File: src/rtl/shift_add_mult32.sv
// 32x32 unsigned shift-add multiplier driving an external single-cycle adder.
// Optional macro MULT_ZERO_BYPASS_EN: zero operands complete immediately.
module shift_add_mult32 (
  input  logic        clk,
  input  logic        rst,
  input  logic        start,
  input  logic [31:0] mcand,
  input  logic [31:0] mplier,
  output logic [31:0] addA,
  output logic [31:0] addB,
  output logic        addCin,
  input  logic [31:0] addSum,
  input  logic        addCout,
  output logic        busy,
  output logic        done,
  output logic [63:0] product
);

  localparam int DATA_W = 32;

  typedef enum logic [1:0] {IDLE, RUN, DONE} state_t;

  state_t              state_q, state_d;
  logic [DATA_W-1:0]   mcand_q, mcand_d;
  logic [DATA_W-1:0]   mq_q, mq_d;
  logic [DATA_W-1:0]   acc_q, acc_d;
  logic [4:0]          count_q, count_d;
  logic [2*DATA_W-1:0] product_q, product_d;
  logic                done_q, done_d;
  logic                busy_q, busy_d;
  logic                zero_op;

`ifdef MULT_ZERO_BYPASS_EN
  assign zero_op = (mcand == '0) || (mplier == '0);
`else
  assign zero_op = 1'b0;
`endif

  // The external adder sees the accumulator and the conditionally gated multiplicand.
  assign addA    = acc_q;
  assign addB    = mq_q[0] ? mcand_q : '0;
  assign addCin  = 1'b0;
  assign busy    = busy_q;
  assign done    = done_q;
  assign product = product_q;

  always_comb begin
    state_d   = state_q;
    mcand_d   = mcand_q;
    mq_d      = mq_q;
    acc_d     = acc_q;
    count_d   = count_q;
    product_d = product_q;
    case (state_q)
      IDLE: begin
        if (start) begin
          mcand_d = mcand;
          mq_d    = mplier;
          acc_d   = '0;
          count_d = '0;
          if (zero_op) begin
            product_d = '0;
            state_d   = DONE;
          end else begin
            state_d   = RUN;
          end
        end
      end
      RUN: begin
        // Sum is consumed the same cycle; carry-out becomes the new acc MSB.
        acc_d   = {addCout, addSum[DATA_W-1:1]};
        mq_d    = {addSum[0], mq_q[DATA_W-1:1]};
        count_d = count_q + 5'd1;
        if (count_q == 5'd31) begin
          product_d = {addCout, addSum[DATA_W-1:1], addSum[0], mq_q[DATA_W-1:1]};
          state_d   = DONE;
        end
      end
      DONE:    state_d = IDLE;
      default: state_d = IDLE;
    endcase
    done_d = (state_d == DONE);
    busy_d = (state_d != IDLE);
  end

  always_ff @(posedge clk) begin
    if (rst) begin
      state_q   <= IDLE;
      mcand_q   <= '0;
      mq_q      <= '0;
      acc_q     <= '0;
      count_q   <= '0;
      product_q <= '0;
      done_q    <= 1'b0;
      busy_q    <= 1'b0;
    end else begin
      state_q   <= state_d;
      mcand_q   <= mcand_d;
      mq_q      <= mq_d;
      acc_q     <= acc_d;
      count_q   <= count_d;
      product_q <= product_d;
      done_q    <= done_d;
      busy_q    <= busy_d;
    end
  end

endmodule

File: config.mk
export PLATFORM = sky130hd
export DESIGN_NAME = shift_add_mult32
export DESIGN_NICKNAME = d
export VERILOG_FILES = /design/src/rtl/shift_add_mult32.sv
export SDC_FILE = /design/constraint.sdc
export NUM_CORES = 1
export LEC_CHECK = 0
export ABC_AREA = 1
export CAP_MARGIN = 20
export CORE_MARGIN = 8
export CORE_UTILIZATION = 46
export DETAILED_ROUTE_END_ITERATION = 16
export DONT_BUFFER_PORTS = 1
export PLACE_DENSITY = 0.65
export SETUP_SLACK_MARGIN = 0.02
export SYNTH_ARGS = -nofsm -noshare
export SYNTH_HDL_FRONTEND = slang
export SYNTH_SLANG_ARGS = --single-unit
File: constraint.sdc
create_clock -name clk -period 2.15 [get_ports clk]
set_input_delay 0.43 -clock clk [delete_from_list [all_inputs] [get_ports clk]]
set_output_delay 0.43 -clock clk [all_outputs]
set_load 0.01 [all_outputs]
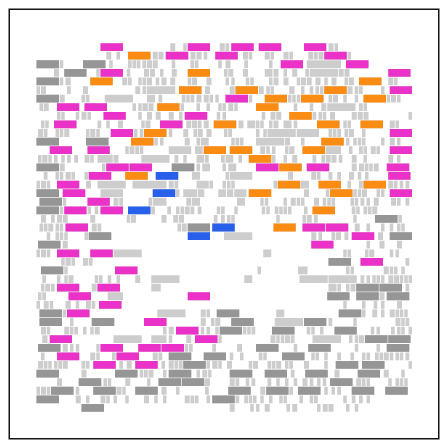
Fig. 1. Sequential cells colored by netlist name (run 1).
| name in the netlist | color | placed flops |
|---|---|---|
| mq_q | orange | 32 |
| product | magenta | 64 |
| count_q | blue | 5 |
not colored: 68

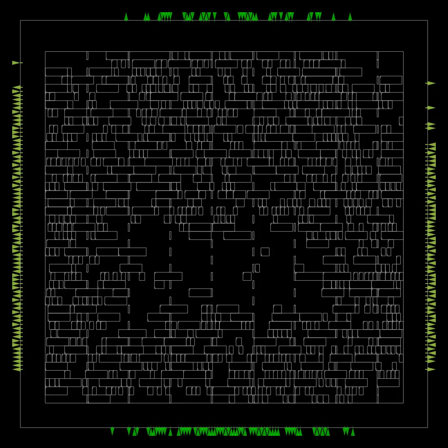
Fig. 2. Placement view (run 1).
Rows: 43
final cell count without fillers: 1,094
final core utilization: 52.4%
tap cell instance count: 180

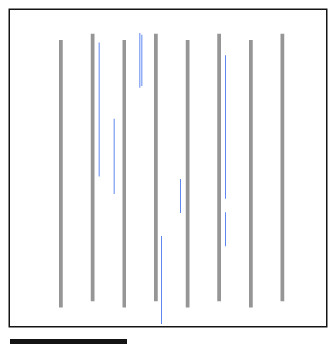
Fig. 3. The metal 4 layer (run 1).
Bar = 50 um. Supply wires on this layer in gray.
longest straight run: 61.2 um
share of all routed wire: 1.5%
main direction: vertical

==> Implementation_results.wiki, run 1 <==
== Implementation results ==
{| class="wikitable"
! Metric !! Value
|-
| Run status || finished clean
|-
| Wire length after detailed routing || 18.1 mm
|-
| Global-route wire length before repair || 28.3 mm
|-
| Reg-to-reg critical path startpoint || count_q[0]$_SDFFE_PP0P_
|-
| Largest stage delay on the critical path || 0.37 ns
|-
| Final tally of setup violations || 0
|-
| Yosys stat chip area || 6570 sq um
|-
| Met2 routed wirelength || 8.19 mm
|-
| Fmax || 577 MHz
|-
| Internal Power || 5.22 mW
|-
| Top logic family || simple AND/OR/NAND/NOR gates
|-
| Clock-cell share of area || 8.20%
|-
| Worst Hold Slack || 0.0701 ns
|-
| Cell count after placement || 1,063
|-
| Top routing layer in use || met4
|-
| Flop pwr share || 49.1%
|-
| Latency at later pin || 0.42 ns
|-
| Startpoint kind of the worst setup timing path || flop
|-
| Most common cell in the netlist || sky130_fd_sc_hd__nand2_1
|-
| Diodes inserted || 0
|-
| Largest cells by area after synthesis || sky130_fd_sc_hd__dfxtp_1, sky130_fd_sc_hd__nand2_1, sky130_fd_sc_hd__nor2_1, sky130_fd_sc_hd__nand3_1, sky130_fd_sc_hd__o21ai_0
|-
| Non-clock inverter count in the final layout || 73
|-
| Die ar. || 18,400 sq um
|-
| Antenna Nets Post-Route || 0
|-
| Area added between synthesis and finish || 11.2%
|-
| Flops after synth || 169
|-
| GR met3 Demand/Resource || 8.86%
|-
| Post-synthesis mux area share || 0%
|-
| CTS Hold Buffers Added || 0
|-
| Sw power || 1.58 mW
|-
| Clock buffer cells || 22
|-
| Worst Setup Path Type || reg -> reg
|-
| Instance count of the mapped netlist || 930
|-
| Buf/Inv on CP || 2
|-
| Share of cell area taken by flip-flops and latches || 46.3%
|-
| Startpoint of the most critical hold path || rst
|-
| Share of total power consumed by net switching || 23.2%
|-
| Initial drt markers || 324
|-
| Cell chosen for the clock root || sky130_fd_sc_hd__clkbuf_16
|-
| Type of the worst min-delay path || in -> reg
|-
| Global route hottest layer || met2
|-
| Most instantiated flip-flop cell in the synthesis netlist || sky130_fd_sc_hd__dfxtp_1
|-
| Logic depth of the worst path, buffers included || 9
|-
| Worst flop-to-flop path endpoint || product[23]$_SDFFE_PP0P_
|}
Fig. 4: run 1, wiring heat map
Bar = 50 um. 27 x 27 tiles, from dark purple (low) to yellow (high), scaled to the fullest tile. Values are wire area over tile area, all layers added.
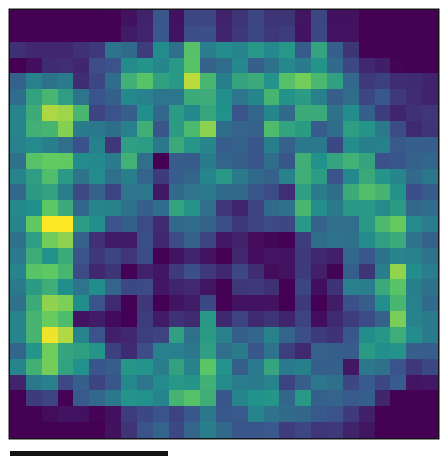

==> run 1 -> run 2 <==
- PLACE_DENSITY: 0.65 -> 0.67
- clock period: 2.15 -> 1.4 ns (I/O delays scaled with it)
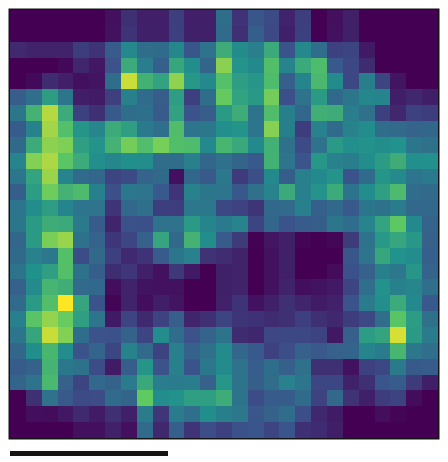
Fig. 5. Wiring heat map (run 2).
Bar = 50 um. 27 x 27 tiles, from dark purple (low) to yellow (high), scaled to the fullest tile. Values are wire area over tile area, all layers added.
nearly empty tiles: 10%
fullest tile: 0.57
mean over tiles: 0.18
tiles over half the peak: 19%

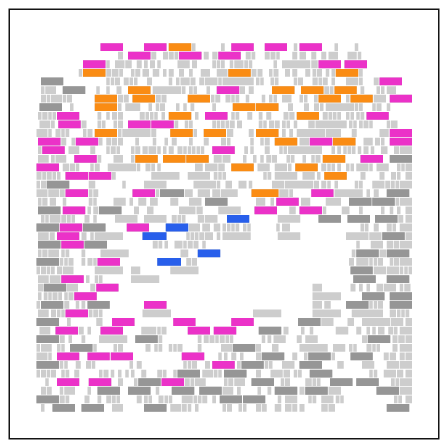
Fig. 6. Sequential cells colored by netlist name (run 2).
| name in the netlist | color | placed flops |
|---|---|---|
| count_q | blue | 5 |
| mq_q | orange | 32 |
| product | magenta | 64 |
not colored: 68

==> run 2 against run 1 <==
Compared with the run above:
- the flow now finishes with violations (negative hold slack, negative setup slack)
- synthesized area is the same
- combinational power rose by 110%
- synthesized cell count unchanged
- sequential share of layout area shrank 6.3 points
- sequential power rose by 55%
- maximum frequency is 5.1% higher
- critical path depth increased by 1
- count of clock-buffer cells in the layout is 1 higher
- global-route usage rose by 0.92 points
- largest cell class unchanged
- largest power group unchanged
==> Implementation_results.wiki, run 2 <==
== Implementation results ==
{| class="wikitable"
! Metric !! Value
|-
| Tap cell instance count || 180
|-
| Failing checks || negative hold slack, negative setup slack
|-
| Run status || finished, violations left
|-
| Type of the worst min-delay path || in -> reg
|-
| Die ar. || 18,400 sq um
|-
| Area added between synthesis and finish || 28.9%
|-
| Met2 routed wirelength || 9.45 mm
|-
| Rows || 43
|-
| Sw power || 2.61 mW
|-
| Internal Power || 7.98 mW
|-
| Final tally of setup violations || 98
|-
| Reg-to-reg critical path startpoint || count_q[1]$_SDFFE_PP0P_
|-
| Buf/Inv on CP || 3
|-
| Top logic family || simple AND/OR/NAND/NOR gates
|-
| Cell chosen for the clock root || sky130_fd_sc_hd__clkbuf_16
|-
| Largest stage delay on the critical path || 0.35 ns
|-
| Yosys stat chip area || 6570 sq um
|-
| Initial drt markers || 323
|-
| Share of total power consumed by net switching || 24.6%
|-
| Most instantiated flip-flop cell in the synthesis netlist || sky130_fd_sc_hd__dfxtp_1
|-
| PnR worst setup slack || -0.249 ns
|-
| Diodes inserted || 0
|-
| Flops after synth || 169
|-
| Worst Setup Path Type || reg -> reg
|-
| Logic depth of the worst path, buffers included || 10
|-
| Antenna Nets Post-Route || 0
|-
| Worst Hold Slack || -0.0767 ns
|-
| GR met3 Demand/Resource || 9.42%
|-
| Hold Vio Cnt, Final || 78
|-
| Largest cells by area after synthesis || sky130_fd_sc_hd__dfxtp_1, sky130_fd_sc_hd__nand2_1, sky130_fd_sc_hd__nor2_1, sky130_fd_sc_hd__nand3_1, sky130_fd_sc_hd__o21ai_0
|-
| Flop pwr share || 48.9%
|-
| Wire length after detailed routing || 20.0 mm
|-
| Clock-cell share of area || 6.80%
|-
| Final core utilization || 60.8%
|-
| Post-synthesis mux area share || 0%
|-
| Share of cell area taken by flip-flops and latches || 40.0%
|-
| Worst flop-to-flop path endpoint || product[1]$_SDFFE_PP0P_
|-
| Most common cell in the netlist || sky130_fd_sc_hd__nand2_1
|-
| Instance count of the mapped netlist || 930
|-
| Top routing layer in use || met4
|-
| Startpoint of the most critical hold path || rst
|-
| CTS Hold Buffers Added || 30
|}
Fig. 7: run 2, placement view
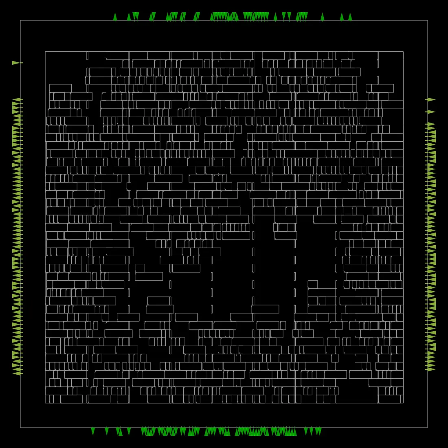

==> run 2 -> run 3 <==
- PLACE_DENSITY: 0.67 -> 0.64
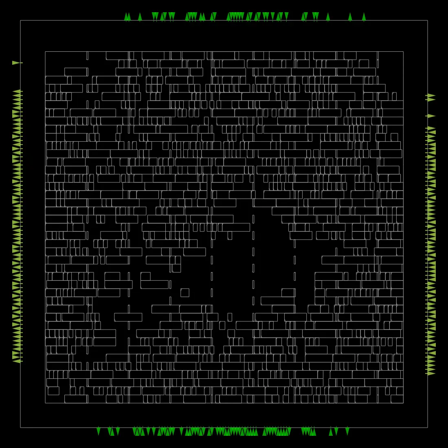
Fig. 8. Placement view (run 3).
seq_cells: 169
share of cell area taken by flip-flops and latches: 39.1%
final core utilization: 62.2%
fill cell instance count of the final layout: 1,207
final cell count without fillers: 1,152

==> run 3 against run 2 <==
Compared with the run above:
- the run still ends with negative hold slack, negative setup slack left
- sequential share of layout area down 0.90 points
- maximum frequency up 1.9%
- synthesized cell count unchanged
- power up 1.0%
- setup slack better by 0.031 ns
- hold slack better by 0.00055 ns
- critical path type unchanged
- largest cell class unchanged
- highest routed layer unchanged
==> Implementation_results.wiki, run 3 <==
== Implementation results ==
{| class="wikitable"
! Metric !! Value
|-
| Area of the core region || 13,900 sq um
|-
| Startpoint of the most critical hold path || rst
|-
| Width of the die || 136 um
|-
| Tool warnings || 31
|-
| Latency at later pin || 0.42 ns
|-
| Mi-comb count || 623
|-
| Wire length after detailed routing || 19.5 mm
|-
| Met2 demand-to-capacity share in global routing || 33.3%
|-
| Arrival time reported for the critical path endpoint || 1.97 ns
|-
| Most instantiated flip-flop cell in the synthesis netlist || sky130_fd_sc_hd__dfxtp_1
|-
| Reg-to-reg critical path startpoint || count_q[1]$_SDFFE_PP0P_
|-
| Buf/Inv on CP || 3
|-
| Non-clock inverter count in the final layout || 73
|-
| Share of total power consumed by net switching || 24.0%
|-
| Failing checks || negative hold slack, negative setup slack
|-
| Top routing layer in use || met4
|-
| Cell accounting for the most synthesized area || sky130_fd_sc_hd__dfxtp_1
|-
| Setup repair after global routing missed its margin || yes
|-
| Most common cell in the netlist || sky130_fd_sc_hd__nand2_1
|-
| Initial Utilization || 47.1%
|-
| Logic depth of the worst path, buffers included || 10
|-
| Via count || 5,942
|-
| Worst Hold Slack || -0.0761 ns
|-
| Setup slack on the worst flop-to-flop path || -0.22 ns
|-
| Power in combinational cells || 852 uW
|-
| Clock buffer cells || 22
|-
| Peak supply drop || 0.000787 V
|-
| GR met3 Demand/Resource || 9.05%
|-
| Clock-cell share of area || 6.79%
|-
| Diodes inserted || 1
|-
| Syn_area_per_cell || 7.06 sq um
|-
| Post-synthesis mux area share || 0%
|-
| Cell count after placement || 1,073
|-
| Flop pwr share || 48.5%
|-
| Number of warning messages in the yosys log || 0
|-
| Top logic family || simple AND/OR/NAND/NOR gates
|-
| Global-route wire length before repair || 30.1 mm
|-
| Clock network fraction of design power || 43.5%
|-
| Worst Setup Path Type || reg -> reg
|-
| Total routing resource utilization after global routing || 20.7%
|-
| Post-layout net count || 1,061
|-
| Final GP Congestion || 0.750
|-
| Aoi/oai-family share of the synthesized area || 10.3%
|-
| Area share of the largest cell type after synthesis || 51.5%
|-
| Worst Skew || 0.00677 ns
|-
| Area added between synthesis and finish || 31.9%
|-
| Largest cells by area after synthesis || sky130_fd_sc_hd__dfxtp_1, sky130_fd_sc_hd__nand2_1, sky130_fd_sc_hd__nor2_1, sky130_fd_sc_hd__nand3_1, sky130_fd_sc_hd__o21ai_0
|-
| PnR worst setup slack || -0.218 ns
|-
| Type of the worst min-delay path || in -> reg
|-
| Max-slew violation count || 0
|-
| Post-route minimum period || 1.62 ns
|-
| Run status || finished, violations left
|-
| Count of plain and timing-repair buffers in the layout || 75
|-
| Antenna Nets Post-Route || 0
|-
| Flops after synth || 169
|-
| Hold Vio Cnt, Final || 72
|-
| Fmax || 618 MHz
|-
| Cell chosen for the clock root || sky130_fd_sc_hd__clkbuf_16
|-
| Internal Power || 8.13 mW
|-
| Yosys stat chip area || 6570 sq um
|-
| Cell family with most CP delay || buffers and inverters
|-
| CTS Hold Buffers Added || 33
|-
| Buffers added on ports || 0
|-
| Global route hottest layer || met2
|-
| Met1 Usage GRT || 24.0%
|-
| TritonCTS Sinks || 169
|-
| Number of cells upsized or downsized after cts || 145
|-
| Final global-route overflow total || 0
|-
| Met3 layer wire length in the routed design || 2.12 mm
|-
| Number of cells on the worst reg-to-reg path || 10
|-
| Distinct cell type count after synthesis || 18
|-
| Area fraction in xor and xnor cells || 0%
|-
| Cell count of the worst hold path || 1
|-
| TritonCTS clock tree || done
|-
| Startpoint kind of the worst setup timing path || flop
|-
| Die ar. || 18,400 sq um
|-
| Post-CTS setup-driven buffer insertion count || 7
|-
| Worst flop-to-flop path endpoint || product[21]$_SDFFE_PP0P_
|-
| Final tally of setup violations || 98
|-
| Total Negative Setup Slacks || -13.47 ns
|-
| Tap cell instance count || 180
|-
| Clk. pwr || 4.66 mW
|-
| Sw power || 2.57 mW
|-
| Met2 routed wirelength || 9.23 mm
|-
| Rows || 43
|-
| Number of global-route vias before repair || 5,534
|-
| Instance count of the mapped netlist || 930
|-
| Power consumed by sequential cells || 5.19 mW
|-
| Largest stage delay on the critical path || 0.35 ns
|-
| Initial drt markers || 511
|}
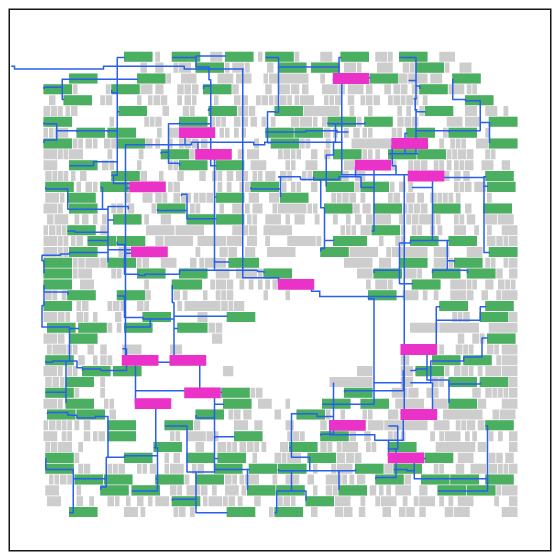
Fig. 9. Clock network drawn from the DEF (run 3).
[clock wires] blue | length: 1,950 um
[cells driving clock nets] magenta | count: 17
[flip-flops] green | count: 169
flops lie: widely spread

No activity file was given, so power comes from the tool's default toggle rates.
